### src/rtl/sober_pkg.sv
// Shared types and constants for the Sobel pixel source.
package sober_pkg;

  localparam int unsigned PIX_W     = 8;
  localparam int unsigned IMG_W_DEF = 256;
  localparam int unsigned IMG_H_DEF = 256;

  typedef enum logic [1:0] {
    ST_IDLE  = 2'd0,
    ST_RUN   = 2'd1,
    ST_DRAIN = 2'd2,
    ST_DONE  = 2'd3
  } state_t;

endpackage

### src/rtl/sober_skid1.sv
// One-entry skid register: holds a returning pixel while the consumer stalls.
module sober_skid1
  import sober_pkg::*;
#(
  parameter int unsigned W = PIX_W
) (
  input  logic         clk,
  input  logic         rst,
  input  logic         load,
  input  logic         unload,
  input  logic [W-1:0] din,
  output logic [W-1:0] dout,
  output logic         full
);

  logic [W-1:0] data_q;
  logic         full_q;

  always_ff @(posedge clk or posedge rst) begin
    if (rst) begin
      data_q <= '0;
      full_q <= 1'b0;
    end else if (load) begin
      data_q <= din;
      full_q <= 1'b1;
    end else if (unload) begin
      full_q <= 1'b0;
    end
  end

  assign dout = data_q;
  assign full = full_q;

endmodule

### src/rtl/sober_pixel_src.sv
// Frame-read streaming source: reads one frame from a 1-cycle-latency RAM and
// emits it in raster order with sof/eol/eof markers, stallable via pause_i.
module sober_pixel_src
  import sober_pkg::*;
#(
  parameter int unsigned IMG_W     = IMG_W_DEF,
  parameter int unsigned IMG_H     = IMG_H_DEF,
  parameter int unsigned AW        = 16,
  parameter int unsigned BASE_ADDR = 0
) (
  input  logic             clk,
  input  logic             rst,
  input  logic             start_i,
  input  logic             pause_i,
  output logic [AW-1:0]    mem_addr_o,
  output logic             mem_rd_o,
  input  logic [PIX_W-1:0] mem_data_i,
  output logic [PIX_W-1:0] data_o,
  output logic             en_o,
  output logic             sof_o,
  output logic             eol_o,
  output logic             eof_o,
  output logic             busy_o,
  output logic             done_o,
  output logic [1:0]       state_o
);

  localparam int unsigned NPIX = IMG_W * IMG_H;
  localparam int unsigned CW   = $clog2(NPIX + 1);
  localparam int unsigned XW   = $clog2(IMG_W);
  localparam int unsigned YW   = (IMG_H > 1) ? $clog2(IMG_H) : 1;

  state_t            state, state_nxt;
  logic [CW-1:0]     rd_cnt;
  logic [XW-1:0]     x;
  logic [YW-1:0]     y;
  logic              inflight;
  logic              done_q;
  logic              issue;
  logic              start_ok;
  logic              skid_load, skid_unload, skid_full;
  logic [PIX_W-1:0]  skid_data;
  logic              last_x, last_y;

  sober_skid1 #(.W(PIX_W)) u_skid (
    .clk    (clk),
    .rst    (rst),
    .load   (skid_load),
    .unload (skid_unload),
    .din    (mem_data_i),
    .dout   (skid_data),
    .full   (skid_full)
  );

  // State register
  always_ff @(posedge clk or posedge rst) begin
    if (rst) state <= ST_IDLE;
    else     state <= state_nxt;
  end

  // Next state and read issue
  always_comb begin
    state_nxt = state;
    issue     = 1'b0;
    start_ok  = 1'b0;
    case (state)
      ST_IDLE: begin
        if (start_i) begin
          start_ok  = 1'b1;
          state_nxt = ST_RUN;
        end
      end
      ST_RUN: begin
        if (!pause_i && !skid_full && (rd_cnt < CW'(NPIX))) begin
          issue = 1'b1;
          if (rd_cnt == CW'(NPIX - 1)) state_nxt = ST_DRAIN;
        end
      end
      ST_DRAIN: begin
        if (en_o && eof_o) state_nxt = ST_DONE;
      end
      ST_DONE:  state_nxt = ST_IDLE;
      default:  state_nxt = ST_IDLE;
    endcase
  end

  // Delivery: skid has priority; a stalled returning read is parked in the skid
  always_comb begin
    en_o        = 1'b0;
    data_o      = '0;
    skid_load   = 1'b0;
    skid_unload = 1'b0;
    if (skid_full && !pause_i) begin
      en_o        = 1'b1;
      data_o      = skid_data;
      skid_unload = 1'b1;
    end else if (inflight && !pause_i) begin
      en_o   = 1'b1;
      data_o = mem_data_i;
    end else if (inflight && pause_i) begin
      skid_load = 1'b1;
    end
  end

  // Read counter, raster position, in-flight flag and done pulse
  always_ff @(posedge clk or posedge rst) begin
    if (rst) begin
      rd_cnt   <= '0;
      x        <= '0;
      y        <= '0;
      inflight <= 1'b0;
      done_q   <= 1'b0;
    end else begin
      inflight <= issue;
      done_q   <= (state == ST_DONE);
      if (start_ok) begin
        rd_cnt <= '0;
        x      <= '0;
        y      <= '0;
      end else begin
        if (issue) rd_cnt <= rd_cnt + CW'(1);
        if (en_o) begin
          if (last_x) begin
            x <= '0;
            y <= last_y ? '0 : y + YW'(1);
          end else begin
            x <= x + XW'(1);
          end
        end
      end
    end
  end

  assign last_x     = (x == XW'(IMG_W - 1));
  assign last_y     = (y == YW'(IMG_H - 1));
  assign sof_o      = en_o && (x == '0) && (y == '0);
  assign eol_o      = en_o && last_x;
  assign eof_o      = eol_o && last_y;
  assign mem_rd_o   = issue;
  assign mem_addr_o = AW'(BASE_ADDR) + AW'(rd_cnt);
  assign busy_o     = (state != ST_IDLE);
  assign done_o     = done_q;
  assign state_o    = state;

endmodule

### config.mk
export PLATFORM = sky130hd
export DESIGN_NAME = sober_pixel_src
export DESIGN_NICKNAME = d
export VERILOG_FILES = /design/src/rtl/sober_pkg.sv /design/src/rtl/sober_skid1.sv /design/src/rtl/sober_pixel_src.sv
export SDC_FILE = /design/constraint.sdc
export NUM_CORES = 1
export LEC_CHECK = 0
export CELL_PAD_IN_SITES_DETAIL_PLACEMENT = 0
export CELL_PAD_IN_SITES_GLOBAL_PLACEMENT = 1
export CORE_MARGIN = 1.5
export CORE_UTILIZATION = 43
export DETAILED_ROUTE_END_ITERATION = 16
export PLACE_DENSITY = 0.89
export SLEW_MARGIN = 0
export SYNTH_ARGS = -nofsm -noshare
export SYNTH_HDL_FRONTEND = slang
export SYNTH_SLANG_ARGS = --single-unit
### constraint.sdc
create_clock -name clk -period 4.58 [get_ports clk]
set_input_delay 1.374 -clock clk [delete_from_list [all_inputs] [get_ports clk]]
set_output_delay 1.374 -clock clk [all_outputs]
set_load 0.03 [all_outputs]
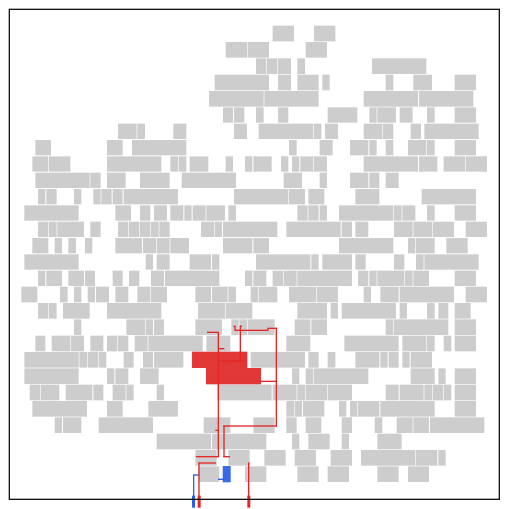
*Wires at chosen ports, followed through buffers*
Drawn at 6 px/µm.
| colour | port | bits | direction | edge | end cells | buffers | wire |
|---|---|---|---|---|---|---|---|
| blue | `rst` | 1 | input | south | 1 | 1 | 5.40 µm |
| red | `state_o` | 2 | output | south | 2 | 2 | 94.1 µm |

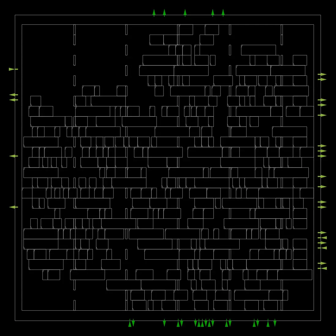
*Placed standard cells*
core area: 5920 µm²
Fillers: 561
Layout Cells excl Fill: 397
sequential share of cell area: 0.368

==> impl_metrics.csv <==
group,metric,value,unit
run_status,status,"finished clean",
route,routedWlPerCell,13.6,µm
critical_path,cpMaxStageDelayCell,"or3_1",
synthesis,logic_family,"simple AND/OR/NAND/NOR gates",
place,pre_cts_ws,285,ps
finish,drive_gt1_frac,0.0994,
worst_hold_path,min_delay_path_depth,1,
sta,setup_viol,0,
sta,hold_viol,0,
synthesis,ys_sh_adder,0.0520,
critical_path,endpoint,"eof_o",
finish,nNetsFinal,344,
route,wl,5390,µm
critical_path,cp.required,3210,ps
pwr,internal_power,0.538,mW
synthesis,ff_type,"dfrtp_1",
clock_tree,cts_root_buf,"clkbuf_8",
route,wl_met1,2540,µm
pwr,cellLeakagePower,1.39,nW
place,placed_cell_area,3040,µm²
worst_hold_path,hold_path_class,"reg2reg",
finish,buffer_area_frac,0.154,
sta,holdWs,512,ps
finish,signal_buffers,51,
critical_path,cp.depth,5,
clock_tree,hold_buffers,0,
route,drcViolationCount,0,
global_route,grt_pass1_wl,8980,µm
clock_tree,clock_path_buffers,2,
clock_tree,cts_buffers,5,
synthesis,ys_sh_xor,0.0497,
sta,drv_slew,0,
finish,clkCellAreaFrac,0.0292,
finish,num-nonclk-inverters,15,
global_route,met2_usage,0.289,
place,dpl.hpwl,3760,µm
critical_path,critPathMaxFanout,6,
global_route,grt_pass1_vias,1954,
synthesis,synthCells,292,
critical_path,cp_top_family,"simple AND/OR/NAND/NOR gates",
die,fp.dieH,81.4,µm
route,ant_nets,0,
finish,largest_cell_class,"logic gates",
critical_path,path_buffers,2,
clock_tree,htree_num_levels,2,
critical_path,rr_worst_depth,9,
pwr,seq_power_share,0.593,
global_route,grt-ovfl-total,0,
die,fp_util,0.447,
global_route,track_usage,0.175,
place,place.gp.congestion,0.808,
sta,tightest_slew,991,ps
synthesis,common_cells,"dfrtp_1, nor2_1, nand2_1",
pwr,powerDensity,219,nW/µm²
die,rows,28,
critical_path,arrival,2940,ps
place,port_buffers,44,
pwr,power_leader,"registers",
synthesis,top_cells_by_area,"dfrtp_1, ha_1, nor2_1",
critical_path,path_cells,"clkdlybuf4s50_1 -> o21bai_1 -> or3_1 -> nor2_1 -> buf_4",
critical_path,reg2reg_slack,1920,ps
critical_path,r2r-end,"state_o[1]$_DFFE_PP0P_",
critical_path,critPathMaxStageDelay,530,ps
clock_tree,post_cts_buffers,0,
critical_path,worstSetupPathType,"in2out",
die,ios,45,
critical_path,end_kind,"output pin",
finish,largest_reg_flops,17,
global_route,antenna_found_initial,0,
critical_path,setup.worst_path.start,"pause_i",
pwr,peakVddDrop,0.156,mV
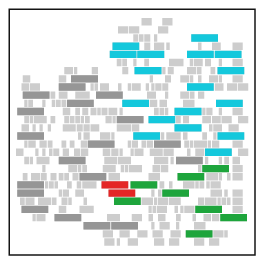
*Sequential cells coloured by netlist name*
Drawn at 3 px/µm. Other sequential cells in the stronger grey, the rest of the logic in the fainter grey.
| colour | netlist name | flops |
|---|---|---|
| green | `u_skid.dout` | 8 |
| cyan | `rd_cnt` | 17 |
| red | `state_o` | 2 |
FF/Latch Area: 1150 µm²
Final Util: 0.528
Seq group: 0.406 mW

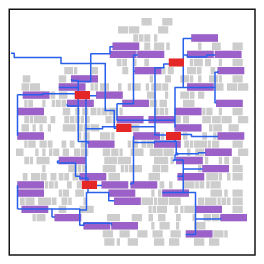
*Routed clock nets over the placement*
Drawn at 3 px/µm.
[red] clock drivers | count: 5
[purple] flip-flops | count: 46
[blue] clock wires | length: 591 µm
flops lie: all over the die
routed clock nets: 6
P_clk: 0.256 mW
clock share of power: 0.374

Power figures rest on the tool's default switching activity, not on a simulated workload.
